--- config.mk ---
export PLATFORM = sky130hd
export DESIGN_NAME = ram_burst_ctrl
export DESIGN_NICKNAME = d
export VERILOG_FILES = /design/src/rtl/ram_burst_ctrl.sv
export SDC_FILE = /design/constraint.sdc
export NUM_CORES = 1
export LEC_CHECK = 0
export ABC_AREA = 0
export CORE_AREA = 5 5 65 67
export CTS_BUF_LIST = sky130_fd_sc_hd__clkbuf_4 sky130_fd_sc_hd__clkbuf_8
export DETAILED_ROUTE_END_ITERATION = 16
export DIE_AREA = 0 0 70 72
export PLACE_DENSITY = 0.85
export SYNTH_ARGS = -nofsm -noshare
export SYNTH_HDL_FRONTEND = slang
export SYNTH_SLANG_ARGS = --single-unit
--- constraint.sdc ---
create_clock -name clk -period 2.3 [get_ports clk]
set_clock_uncertainty 0.15 [all_clocks]
set_input_delay 0.345 -clock clk [delete_from_list [all_inputs] [get_ports clk]]
set_output_delay 0.345 -clock clk [all_outputs]
set_load 0.01 [all_outputs]
--- src/rtl/ram_burst_ctrl.sv ---
// ============================================================================
// ram_burst_ctrl : valid/ready burst sequencer for a single-port RAM
// Rev 1.0
// ============================================================================
`default_nettype none

module ram_burst_ctrl #(
  parameter int WORD_SIZE = 8,
  parameter int ADDR_SIZE = 10,
  parameter int LEN_SIZE  = 4
) (
  input  logic                 clk,
  input  logic                 rst,
  input  logic                 i_cmd_valid,
  output logic                 o_cmd_ready,
  input  logic                 i_cmd_wr,
  input  logic [ADDR_SIZE-1:0] i_cmd_addr,
  input  logic [LEN_SIZE-1:0]  i_cmd_len,
  input  logic [WORD_SIZE-1:0] i_wdata,
  input  logic                 i_wdata_valid,
  output logic                 o_wdata_ready,
  output logic [WORD_SIZE-1:0] o_rdata,
  output logic                 o_rdata_valid,
  input  logic                 i_rdata_ready,
  output logic                 o_busy,
  output logic [ADDR_SIZE-1:0] o_ram_addr,
  output logic [WORD_SIZE-1:0] o_ram_data_in,
  output logic                 o_ram_wr,
  output logic                 o_ram_cs,
  input  logic [WORD_SIZE-1:0] i_ram_data_out
);

  typedef enum logic [1:0] {
    S_IDLE  = 2'd0,
    S_WRITE = 2'd1,
    S_READ  = 2'd2
  } state_t;

  localparam logic [ADDR_SIZE-1:0] c_addr_one = ADDR_SIZE'(1);
  localparam logic [LEN_SIZE-1:0]  c_cnt_one  = LEN_SIZE'(1);
  localparam logic [LEN_SIZE-1:0]  c_cnt_zero = '0;

  state_t               r_state;
  logic [ADDR_SIZE-1:0] r_addr;
  logic [LEN_SIZE-1:0]  r_cnt;
  logic [WORD_SIZE-1:0] r_rdata;
  logic                 r_rdata_valid;

  logic w_wr_beat;
  logic w_capture;

  assign w_wr_beat = (r_state == S_WRITE) && i_wdata_valid;
  assign w_capture = (r_state == S_READ) && (!r_rdata_valid || i_rdata_ready);

  always_ff @(posedge clk or posedge rst) begin
    if (rst) begin
      r_state       <= S_IDLE;
      r_addr        <= '0;
      r_cnt         <= '0;
      r_rdata       <= '0;
      r_rdata_valid <= 1'b0;
    end else begin
      // The output slot drains independently of the FSM outside READ,
      // so a new command can be taken while a beat is still pending.
      if (r_state != S_READ && i_rdata_ready) begin
        r_rdata_valid <= 1'b0;
      end
      case (r_state)
        S_IDLE: begin
          if (i_cmd_valid) begin
            r_addr  <= i_cmd_addr;
            r_cnt   <= i_cmd_len;
            r_state <= i_cmd_wr ? S_WRITE : S_READ;
          end
        end
        S_WRITE: begin
          if (w_wr_beat) begin
            r_addr <= r_addr + c_addr_one;
            if (r_cnt == c_cnt_zero) begin
              r_state <= S_IDLE;
            end else begin
              r_cnt <= r_cnt - c_cnt_one;
            end
          end
        end
        S_READ: begin
          if (w_capture) begin
            r_rdata       <= i_ram_data_out;
            r_rdata_valid <= 1'b1;
            r_addr        <= r_addr + c_addr_one;
            if (r_cnt == c_cnt_zero) begin
              r_state <= S_IDLE;
            end else begin
              r_cnt <= r_cnt - c_cnt_one;
            end
          end
        end
        default: r_state <= S_IDLE;
      endcase
    end
  end

  assign o_cmd_ready   = (r_state == S_IDLE) && !rst;
  assign o_busy        = (r_state != S_IDLE);
  assign o_wdata_ready = (r_state == S_WRITE);
  assign o_ram_wr      = w_wr_beat;
  assign o_ram_cs      = w_wr_beat || (r_state == S_READ);
  assign o_ram_addr    = r_addr;
  assign o_ram_data_in = i_wdata;
  assign o_rdata       = r_rdata;
  assign o_rdata_valid = r_rdata_valid;

endmodule

`default_nettype wire

clocks.png
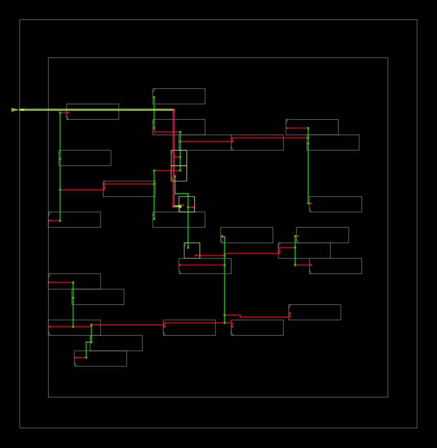
clock-net power: 0.205 mW
clk sinks: 25
worst-skew pair later-pin latency: 310 ps
total CTS buffers: 3

metal_density.png
(4 px per um) 14 x 14 tiles, from black (low) to pale yellow (high), scaled to the fullest tile. Values are wire area over tile area, all layers added.
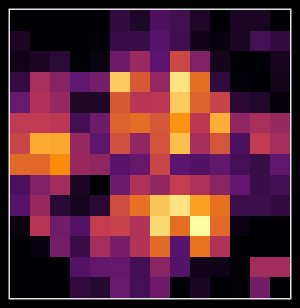
The mean over all tiles is 0.11. 22% of the tiles are over half the peak. 18% of the tiles are nearly empty. The fullest tile reaches 0.38. The densest ninth of the die: middle.

==> qor.csv <==
metric,value,unit
die width,70,um
invs w/o clock,10,
sequential share of power,29.2,%
IO Count,68,
FF-to-FF Start,r_state[1]$_DFFE_PP0P_,
GPL Wtd Cong,0.842,
Yosys chip area,1500,um2
sequential share of cell area,30.2,%
Logic pwr share,63.9,%
register area,626,um2
Pre-Repair DR Iteration Count,4,
Critical path origin,r_state[1]$_DFFE_PP0P_,
Worst path depth,4,
top cell type's share of synthesized area,41.8,%
share of cells above drive strength 1,13.7,%
Post-Syn Area,1500,um2
Max Slew Vio Count,0,
fillers,331,
reg2reg end,r_state[1]$_DFFE_PP0P_,
critical path cell sequence,inv_1 > ha_2 > and2_1 > clkdlybuf4s50_1,
biggest area cells,"dfrtp_1 42%, mux2_2 6.0%, ha_1 5.9%",
total number of vias,1296,
Psw,1.21,mW
cell class with the largest area share,multi-input combinational cells,
Detailed Place HPWL,2.67,mm
number of setup buffers added after CTS,1,
simple share,18.6,%
Commonest Layout Cell,clkdlybuf4s50_1,
RSZ-0062 raised after global routing,false,
non-clk buf share,27.1,%
IO buf count,51,
number of flip-flops in the largest register,10,
post_cts resized,3,
GRT Total Usage,14.1,%
setup violators final,0,
Worst Setup EP,o_ram_wr,
pin count of the biggest net entering global routing,26,
MUX share of area,9.36,%
Tool Warnings,30,
Antenna Nets Post-Route,0,
FMAX,0.456,GHz
element type at the critical path start,register,
critical path data arrival time,1700,ps
post-layout util,57.8,%
setup_tns,0,ps
site row count,22,
CP Data Required Time,1800,ps
M1 WL,1.47,mm
largest fanout on the critical path,3,
CTS tree,yes,
Combinational Power,1.90,mW
Pwr top,combinational logic,
Top Layout Cells,"49 x clkdlybuf4s50_1, 25 x dfrtp_1, 13 x a21oi_1, 13 x nand2_1, 10 x inv_1",
final-stage net count,249,
GR Util met3,6.37,%
worst-case reg-to-reg path depth,7,
P&R area growth vs syn,38.3,%
"Distinct cells, synth",42,
Synth async-reset ratio,100,%
status,finished clean,
die area,5040,um2
Yosys top cell by instances,dfrtp_1,
main logic family after synthesis,simple AND/OR/NAND/NOR gates,
floorplan utilization,41.8,%
fin crit share,95.3,%
first-pass GRT wire length,5.97,mm
Power figures rest on the tool's default switching activity, not on a simulated workload.
